$ cat config.mk
export PLATFORM = sky130hd
export DESIGN_NAME = mips_fetch_decode_exec_flat
export DESIGN_NICKNAME = d
export VERILOG_FILES = /design/src/rtl/mips_fetch_decode_exec_if.sv /design/src/rtl/mips_fetch_decode_exec.sv /design/src/flat_wrapper.sv
export SDC_FILE = /design/constraint.sdc
export NUM_CORES = 2
export LEC_CHECK = 0
export CORE_MARGIN = 2
export CORE_UTILIZATION = 65
export CTS_CLUSTER_SIZE = 28
export DETAILED_ROUTE_END_ITERATION = 6
export PLACE_DENSITY_LB_ADDON = 0.2
export SLEW_MARGIN = 30
export SYNTH_ARGS = -nofsm -noshare
export SYNTH_HDL_FRONTEND = slang
export SYNTH_SLANG_ARGS = --single-unit
$ cat constraint.sdc
create_clock -name clock -period 119.8 [get_ports clock]
set_clock_uncertainty 0.05 [all_clocks]
set_input_delay 23.96 -clock clock [delete_from_list [all_inputs] [get_ports clock]]
set_output_delay 23.96 -clock clock [all_outputs]
set_load 0.01 [all_outputs]
$ cat src/rtl/mips_fetch_decode_exec_if.sv
// mips_fetch_decode_exec_if: loader, writeback and observation bundle of the MIPS front end
interface mips_fetch_decode_exec_if #(
  parameter int PC_WIDTH = 4,
  parameter int DATA_WIDTH = 32
);
  logic imem_we;
  logic [PC_WIDTH-1:0] imem_addr;
  logic [DATA_WIDTH-1:0] imem_wdata;
  logic wb_done;
  logic wb_en;
  logic [4:0] wb_addr;
  logic [DATA_WIDTH-1:0] wb_data;
  logic [PC_WIDTH-1:0] pc;
  logic [DATA_WIDTH-1:0] instruction;
  logic [5:0] opcode;
  logic [4:0] rs, rt, rd, shamt;
  logic [5:0] funct;
  logic [DATA_WIDTH-1:0] immediate;
  logic reg_dest, branch, mem_read, mem_to_reg, mem_write, alu_src, reg_write, end_program;
  logic [1:0] alu_op;
  logic [DATA_WIDTH-1:0] read_data1, read_data2, alu_out;
  logic zero, exec_valid;
  modport master (
    output imem_we, imem_addr, imem_wdata, wb_done, wb_en, wb_addr, wb_data,
    input pc, instruction, opcode, rs, rt, rd, shamt, funct, immediate, reg_dest, branch,
    mem_read, mem_to_reg, mem_write, alu_src, reg_write, end_program, alu_op,
    read_data1, read_data2, alu_out, zero, exec_valid
  );
  modport slave (
    input imem_we, imem_addr, imem_wdata, wb_done, wb_en, wb_addr, wb_data,
    output pc, instruction, opcode, rs, rt, rd, shamt, funct, immediate, reg_dest, branch,
    mem_read, mem_to_reg, mem_write, alu_src, reg_write, end_program, alu_op,
    read_data1, read_data2, alu_out, zero, exec_valid
  );
endinterface

$ cat src/rtl/mips_fetch_decode_exec.sv
// mips_fetch_decode_exec: multi-cycle MIPS fetch, decode/register read and ALU execute front end
module mips_fetch_decode_exec #(
  parameter int PC_WIDTH = 4,
  parameter int DATA_WIDTH = 32
) (
  input logic clock,
  input logic start,
  mips_fetch_decode_exec_if.slave bus
);
  typedef enum logic [2:0] {FETCH, DECODE, EXEC, WAIT, HALT} state_t;
  typedef struct packed {
    logic [5:0] opcode;
    logic [4:0] rs, rt, rd, shamt;
    logic [5:0] funct;
    logic [DATA_WIDTH-1:0] immediate;
    logic reg_dest, branch, mem_read, mem_to_reg, mem_write, alu_src, reg_write, end_program;
    logic [1:0] alu_op;
    logic [DATA_WIDTH-1:0] read_data1, read_data2;
  } dec_t;
  state_t state_q, state_d;
  dec_t dec_q, dec_d, dec_n;
  logic [PC_WIDTH-1:0] pc_q, pc_d;
  logic [DATA_WIDTH-1:0] instruction_q, instruction_d, alu_out_q, alu_out_d;
  logic [DATA_WIDTH-1:0] alu_a, alu_b, alu_r;
  logic zero_q, zero_d, exec_valid_q, exec_valid_d;
  logic [DATA_WIDTH-1:0] imem [2**PC_WIDTH];
  logic [DATA_WIDTH-1:0] regs_q [32];
  always_comb begin
    dec_n = '0;
    {dec_n.opcode, dec_n.rs, dec_n.rt, dec_n.rd, dec_n.shamt, dec_n.funct} = instruction_q[31:0];
    dec_n.immediate = {{(DATA_WIDTH-16){instruction_q[15]}}, instruction_q[15:0]};
    dec_n.read_data1 = regs_q[instruction_q[25:21]];
    dec_n.read_data2 = regs_q[instruction_q[20:16]];
    case (instruction_q[31:26])
      6'b000000: {dec_n.reg_dest, dec_n.reg_write, dec_n.alu_op} = 4'b1110;
      6'b100011: {dec_n.alu_src, dec_n.mem_read, dec_n.mem_to_reg, dec_n.reg_write} = 4'b1111;
      6'b101011: {dec_n.alu_src, dec_n.mem_write} = 2'b11;
      6'b000100: {dec_n.branch, dec_n.alu_op} = 3'b101;
      6'b001000: {dec_n.alu_src, dec_n.reg_write} = 2'b11;
      6'b111111: dec_n.end_program = 1'b1;
      default: ;
    endcase
  end
  assign alu_a = dec_q.read_data1;
  assign alu_b = dec_q.alu_src ? dec_q.immediate : dec_q.read_data2;
  always_comb begin
    alu_r = alu_a + alu_b;
    if (dec_q.alu_op == 2'b01) alu_r = alu_a - alu_b;
    else if (dec_q.alu_op == 2'b10)
      case (dec_q.funct)
        6'b100000: alu_r = alu_a + alu_b;
        6'b100010: alu_r = alu_a - alu_b;
        6'b100100: alu_r = alu_a & alu_b;
        6'b100101: alu_r = alu_a | alu_b;
        6'b100111: alu_r = ~(alu_a | alu_b);
        6'b101010: alu_r = DATA_WIDTH'($signed(alu_a) < $signed(alu_b));
        6'b000000: alu_r = alu_b << dec_q.shamt;
        default: alu_r = '0;
      endcase
  end
  always_comb begin
    state_d = state_q;
    pc_d = pc_q;
    instruction_d = instruction_q;
    dec_d = dec_q;
    alu_out_d = alu_out_q;
    zero_d = zero_q;
    exec_valid_d = 1'b0;
    case (state_q)
      FETCH: begin
        instruction_d = imem[pc_q];
        state_d = DECODE;
      end
      DECODE: begin
        dec_d = dec_n;
        state_d = dec_n.end_program ? HALT : EXEC;
      end
      EXEC: begin
        alu_out_d = alu_r;
        zero_d = alu_r == '0;
        exec_valid_d = 1'b1;
        state_d = WAIT;
      end
      WAIT: if (bus.wb_done) begin
        pc_d = pc_q + PC_WIDTH'(1) + ((dec_q.branch && zero_q) ? dec_q.immediate[PC_WIDTH-1:0] : '0);
        state_d = FETCH;
      end
      default: ;
    endcase
  end
  always_ff @(posedge clock or posedge start)
    if (start) begin
      state_q <= FETCH;
      pc_q <= '0;
      instruction_q <= '0;
      dec_q <= '0;
      alu_out_q <= '0;
      zero_q <= 1'b0;
      exec_valid_q <= 1'b0;
    end else begin
      state_q <= state_d;
      pc_q <= pc_d;
      instruction_q <= instruction_d;
      dec_q <= dec_d;
      alu_out_q <= alu_out_d;
      zero_q <= zero_d;
      exec_valid_q <= exec_valid_d;
    end
  // $0 is never written, so its reset value doubles as the hardwired zero
  always_ff @(posedge clock or posedge start)
    if (start) for (int i = 0; i < 32; i++) regs_q[i] <= '0;
    else if (bus.wb_en && bus.wb_addr != 5'd0) regs_q[bus.wb_addr] <= bus.wb_data;
  always_ff @(posedge clock)
    if (bus.imem_we) imem[bus.imem_addr] <= bus.imem_wdata;
  assign bus.pc = pc_q;
  assign bus.instruction = instruction_q;
  assign bus.opcode = dec_q.opcode;
  assign bus.rs = dec_q.rs;
  assign bus.rt = dec_q.rt;
  assign bus.rd = dec_q.rd;
  assign bus.shamt = dec_q.shamt;
  assign bus.funct = dec_q.funct;
  assign bus.immediate = dec_q.immediate;
  assign bus.reg_dest = dec_q.reg_dest;
  assign bus.branch = dec_q.branch;
  assign bus.mem_read = dec_q.mem_read;
  assign bus.mem_to_reg = dec_q.mem_to_reg;
  assign bus.mem_write = dec_q.mem_write;
  assign bus.alu_src = dec_q.alu_src;
  assign bus.reg_write = dec_q.reg_write;
  assign bus.end_program = dec_q.end_program;
  assign bus.alu_op = dec_q.alu_op;
  assign bus.read_data1 = dec_q.read_data1;
  assign bus.read_data2 = dec_q.read_data2;
  assign bus.alu_out = alu_out_q;
  assign bus.zero = zero_q;
  assign bus.exec_valid = exec_valid_q;
endmodule

$ cat src/flat_wrapper.sv
// flat-port wrapper written by rule: the top's interface ports become plain ports
module mips_fetch_decode_exec_flat 
#(
  parameter int PC_WIDTH = 4,
  parameter int DATA_WIDTH = 32
)
  (clock, start, bus_imem_we, bus_imem_addr, bus_imem_wdata, bus_wb_done, bus_wb_en, bus_wb_addr, bus_wb_data, bus_pc, bus_instruction, bus_opcode, bus_rs, bus_rt, bus_rd, bus_shamt, bus_funct, bus_immediate, bus_reg_dest, bus_branch, bus_mem_read, bus_mem_to_reg, bus_mem_write, bus_alu_src, bus_reg_write, bus_end_program, bus_alu_op, bus_read_data1, bus_read_data2, bus_alu_out, bus_zero, bus_exec_valid);
  mips_fetch_decode_exec_if #(.PC_WIDTH(PC_WIDTH), .DATA_WIDTH(DATA_WIDTH)) bus_i ();
  input logic clock;
  input logic start;
  input wire logic [$bits(bus_i.imem_we)-1:0] bus_imem_we;
  input wire logic [$bits(bus_i.imem_addr)-1:0] bus_imem_addr;
  input wire logic [$bits(bus_i.imem_wdata)-1:0] bus_imem_wdata;
  input wire logic [$bits(bus_i.wb_done)-1:0] bus_wb_done;
  input wire logic [$bits(bus_i.wb_en)-1:0] bus_wb_en;
  input wire logic [$bits(bus_i.wb_addr)-1:0] bus_wb_addr;
  input wire logic [$bits(bus_i.wb_data)-1:0] bus_wb_data;
  output wire logic [$bits(bus_i.pc)-1:0] bus_pc;
  output wire logic [$bits(bus_i.instruction)-1:0] bus_instruction;
  output wire logic [$bits(bus_i.opcode)-1:0] bus_opcode;
  output wire logic [$bits(bus_i.rs)-1:0] bus_rs;
  output wire logic [$bits(bus_i.rt)-1:0] bus_rt;
  output wire logic [$bits(bus_i.rd)-1:0] bus_rd;
  output wire logic [$bits(bus_i.shamt)-1:0] bus_shamt;
  output wire logic [$bits(bus_i.funct)-1:0] bus_funct;
  output wire logic [$bits(bus_i.immediate)-1:0] bus_immediate;
  output wire logic [$bits(bus_i.reg_dest)-1:0] bus_reg_dest;
  output wire logic [$bits(bus_i.branch)-1:0] bus_branch;
  output wire logic [$bits(bus_i.mem_read)-1:0] bus_mem_read;
  output wire logic [$bits(bus_i.mem_to_reg)-1:0] bus_mem_to_reg;
  output wire logic [$bits(bus_i.mem_write)-1:0] bus_mem_write;
  output wire logic [$bits(bus_i.alu_src)-1:0] bus_alu_src;
  output wire logic [$bits(bus_i.reg_write)-1:0] bus_reg_write;
  output wire logic [$bits(bus_i.end_program)-1:0] bus_end_program;
  output wire logic [$bits(bus_i.alu_op)-1:0] bus_alu_op;
  output wire logic [$bits(bus_i.read_data1)-1:0] bus_read_data1;
  output wire logic [$bits(bus_i.read_data2)-1:0] bus_read_data2;
  output wire logic [$bits(bus_i.alu_out)-1:0] bus_alu_out;
  output wire logic [$bits(bus_i.zero)-1:0] bus_zero;
  output wire logic [$bits(bus_i.exec_valid)-1:0] bus_exec_valid;
  assign bus_i.imem_we = bus_imem_we;
  assign bus_i.imem_addr = bus_imem_addr;
  assign bus_i.imem_wdata = bus_imem_wdata;
  assign bus_i.wb_done = bus_wb_done;
  assign bus_i.wb_en = bus_wb_en;
  assign bus_i.wb_addr = bus_wb_addr;
  assign bus_i.wb_data = bus_wb_data;
  assign bus_pc = bus_i.pc;
  assign bus_instruction = bus_i.instruction;
  assign bus_opcode = bus_i.opcode;
  assign bus_rs = bus_i.rs;
  assign bus_rt = bus_i.rt;
  assign bus_rd = bus_i.rd;
  assign bus_shamt = bus_i.shamt;
  assign bus_funct = bus_i.funct;
  assign bus_immediate = bus_i.immediate;
  assign bus_reg_dest = bus_i.reg_dest;
  assign bus_branch = bus_i.branch;
  assign bus_mem_read = bus_i.mem_read;
  assign bus_mem_to_reg = bus_i.mem_to_reg;
  assign bus_mem_write = bus_i.mem_write;
  assign bus_alu_src = bus_i.alu_src;
  assign bus_reg_write = bus_i.reg_write;
  assign bus_end_program = bus_i.end_program;
  assign bus_alu_op = bus_i.alu_op;
  assign bus_read_data1 = bus_i.read_data1;
  assign bus_read_data2 = bus_i.read_data2;
  assign bus_alu_out = bus_i.alu_out;
  assign bus_zero = bus_i.zero;
  assign bus_exec_valid = bus_i.exec_valid;
  mips_fetch_decode_exec #(.PC_WIDTH(PC_WIDTH), .DATA_WIDTH(DATA_WIDTH)) u_core (.clock(clock), .start(start), .bus(bus_i));
endmodule
**Power grid**

Scale bar: 100 µm. Pins as bars on the die edge.
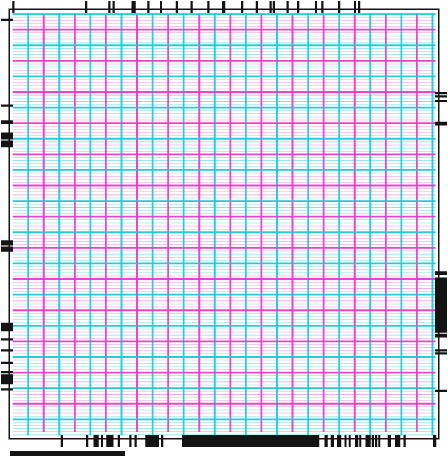
| colour | net |
|---|---|
| magenta | VDD |
| cyan | VSS |
rows: 135
signal pins: 286
met5 straps: 27
Horiz. Die Dim: 374 µm
highest ir drop seen on vdd: 24.9 µV

**Placed cells, one colour a class**

Scale bar: 100 µm.
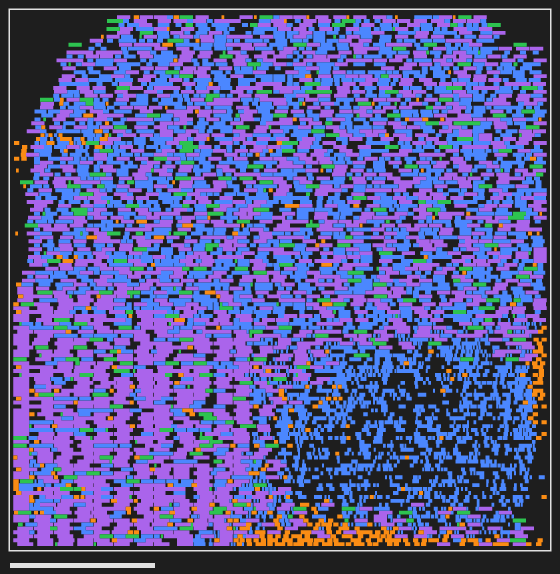
| colour | class | cells | share of their area |
|---|---|---|---|
| orange | remaining buffers and delay cells | 405 | 3.9% |
| green | clock drivers and dummy loads | 319 | 6.1% |
| blue | remaining logic cells | 3547 | 43% |
| purple | registers | 1713 | 47% |
core occupancy in the finished layout: 72.7%
post-route cell area: 98500 µm²
Core Area: 135000 µm²
Site Rows: 135

-- cells in the final DEF (no fill, tap or decap), types with 16 or more instances in the layout --
cell and instances:
sky130_fd_sc_hd__buf_4 98, sky130_fd_sc_hd__mux4_2 823, sky130_fd_sc_hd__o211ai_1 17, sky130_fd_sc_hd__nand2_1 298
sky130_fd_sc_hd__a21o_1 18, sky130_fd_sc_hd__buf_2 30, sky130_fd_sc_hd__a21oi_1 118, sky130_fd_sc_hd__xnor2_1 55
sky130_fd_sc_hd__nor4_1 16, sky130_fd_sc_hd__nor3_1 35, sky130_fd_sc_hd__mux2i_1 96, sky130_fd_sc_hd__clkdlybuf4s50_1 254
sky130_fd_sc_hd__nand2b_1 22, sky130_fd_sc_hd__nor2b_1 28, sky130_fd_sc_hd__clkinv_2 28, sky130_fd_sc_hd__edfxtp_1 512
sky130_fd_sc_hd__clkbuf_8 29, sky130_fd_sc_hd__nor2_1 137, sky130_fd_sc_hd__nor2_4 28, sky130_fd_sc_hd__dfrtp_1 1182
sky130_fd_sc_hd__a22oi_1 28, sky130_fd_sc_hd__nand3_1 48, sky130_fd_sc_hd__clkbuf_16 173, sky130_fd_sc_hd__o21ai_0 157
sky130_fd_sc_hd__a31oi_1 25, sky130_fd_sc_hd__mux2_2 1047, sky130_fd_sc_hd__inv_1 120, sky130_fd_sc_hd__o31ai_1 19
sky130_fd_sc_hd__ha_1 100, sky130_fd_sc_hd__clkbuf_1 45
-- metrics by stage --
step                      utilization, %  setup slack (ns)  cell area (µm²)
final                               72.7             91.84            98500
after global routing                72.7             91.20            98500
after CTS                           72.7             91.27            98500
after detailed placement            68.3             90.42            92600
after global placement              68.3             90.53            92600
after floorplan                        -             61.96            88700
==> results.yml <==
# implementation run metrics
outcome:
  result_of_the_run: "completed"
hold_path:
  whs_endpoint: "u_core.regs_q[1013]"
  hold_path.startpoint: "u_core.regs_q[1013]"
final_timing:
  totalNegativeSetupSlack_ns: 0
  post-route-period-util_pct: 23.3
  final_max_slew_viol_count: 0
  final-hold-violation-count: 0
  rsz_0062_raised_after_global_routing: "no"
  maxSlewHeadroom_pct: 26.0
  setup_viol: 0
  fmaxAchievable_mhz: 35.8
floorplan:
  well_tap_count: 1781
  fp.dieArea_um2: 140000
critical_path:
  timing.critical_path.max_delay_family: "buffers and inverters"
  reg2reg_from: "u_core.bus.alu_src"
  regToRegSetupSlack_ns: 113.82
  slowest_stage: "sky130_fd_sc_hd__buf_4"
  crit_path_end: "u_core.regs_q[418]"
  reg2regPathDepth: 16
  critical_path_depth: 8
  worst-endpoint-required_ns: 120.64
  end_kind: "async pin"
  worst-setup-path-type: "primary input to async pin"
yosys:
  mux_area_share_pct: 35.4
  top_area_cell: "sky130_fd_sc_hd__dfrtp_1"
  yosys.area_share.xor_xnor_pct: 0.671
  ys_seq_share_pct: 51.2
  synth_stat.cells: 5865
  register_bit_count_reported_by_yosys: 1713
  postSynthAreaPerCell_um2: 15.1
  postSynth.topFlopCell: "sky130_fd_sc_hd__dfrtp_1"
  yosys.stat.chipArea_um2: 88700
  synth_largest_type_area_fraction_pct: 33.9
  edf_count: 512
  yosys-dominant-comb-family: "multiplexers"
  async_flop_share_pct: 70.1
  mappedNetlistArea_um2: 88700
flow_run:
  log.warning_count: 108
clock_tree:
  clock.latency.late_pin_ns: 0.85
  ctsLongestPathBuffers: 3
  cts.sink_count: 1713
  cts-root-buf: "sky130_fd_sc_hd__clkbuf_16"
  cts-buffers-inserted: 173
  cts.hold.buffers_added: 0
  clkSlewWorstSetupHoldPaths_ns: 0.06
layout:
  flops: 1713
  clk_share_pct: 5.99
  final_non_filler_cell_total: 7780
  area_growth_syn_to_layout_pct: 11.0
  seq_area_share_pct: 46.2
  n_multi_input_combinational_cell: 3424
  reg_top3: "u_core.regs_q x1024, u_core.imem x512"
  sh_comb_area_pct: 41.2
  ff_latch_area_um2: 45500
  dominant-cell-class: "sequential cells"
  layout.clock_buffers: 247
routing:
  drt.antenna.violating_nets: 0
  avgViaCountPerCell: 7.32
  m1_wire_length_um: 102000
  overall_via_count_from_detail_route: 56975
  detail_route.iter0.violations: 7645
  detailroute.wirelength.met2_um: 127000
  finalWirelength_um: 267000
power:
  comb_power_share_pct: 45.3
  internal-power_w: 0.00156
  power_leakage_nw: 39.2
  power_density_nw_per_um2: 25.6
place:
  globalplace.congestion: 0.989
  place.detailed.hpwl_um: 155000
  dp_cells: 7443
grt:
  use_met1_pct: 54.6
  grt_max_degree: 165
  groute.layer.met2.usage_pct: 58.9
  grtUsageMet3_pct: 7.89
  grt_pass1_wl_um: 392000
  antenna_found_initial: 22
No activity file was given, so power comes from the tool's default toggle rates.
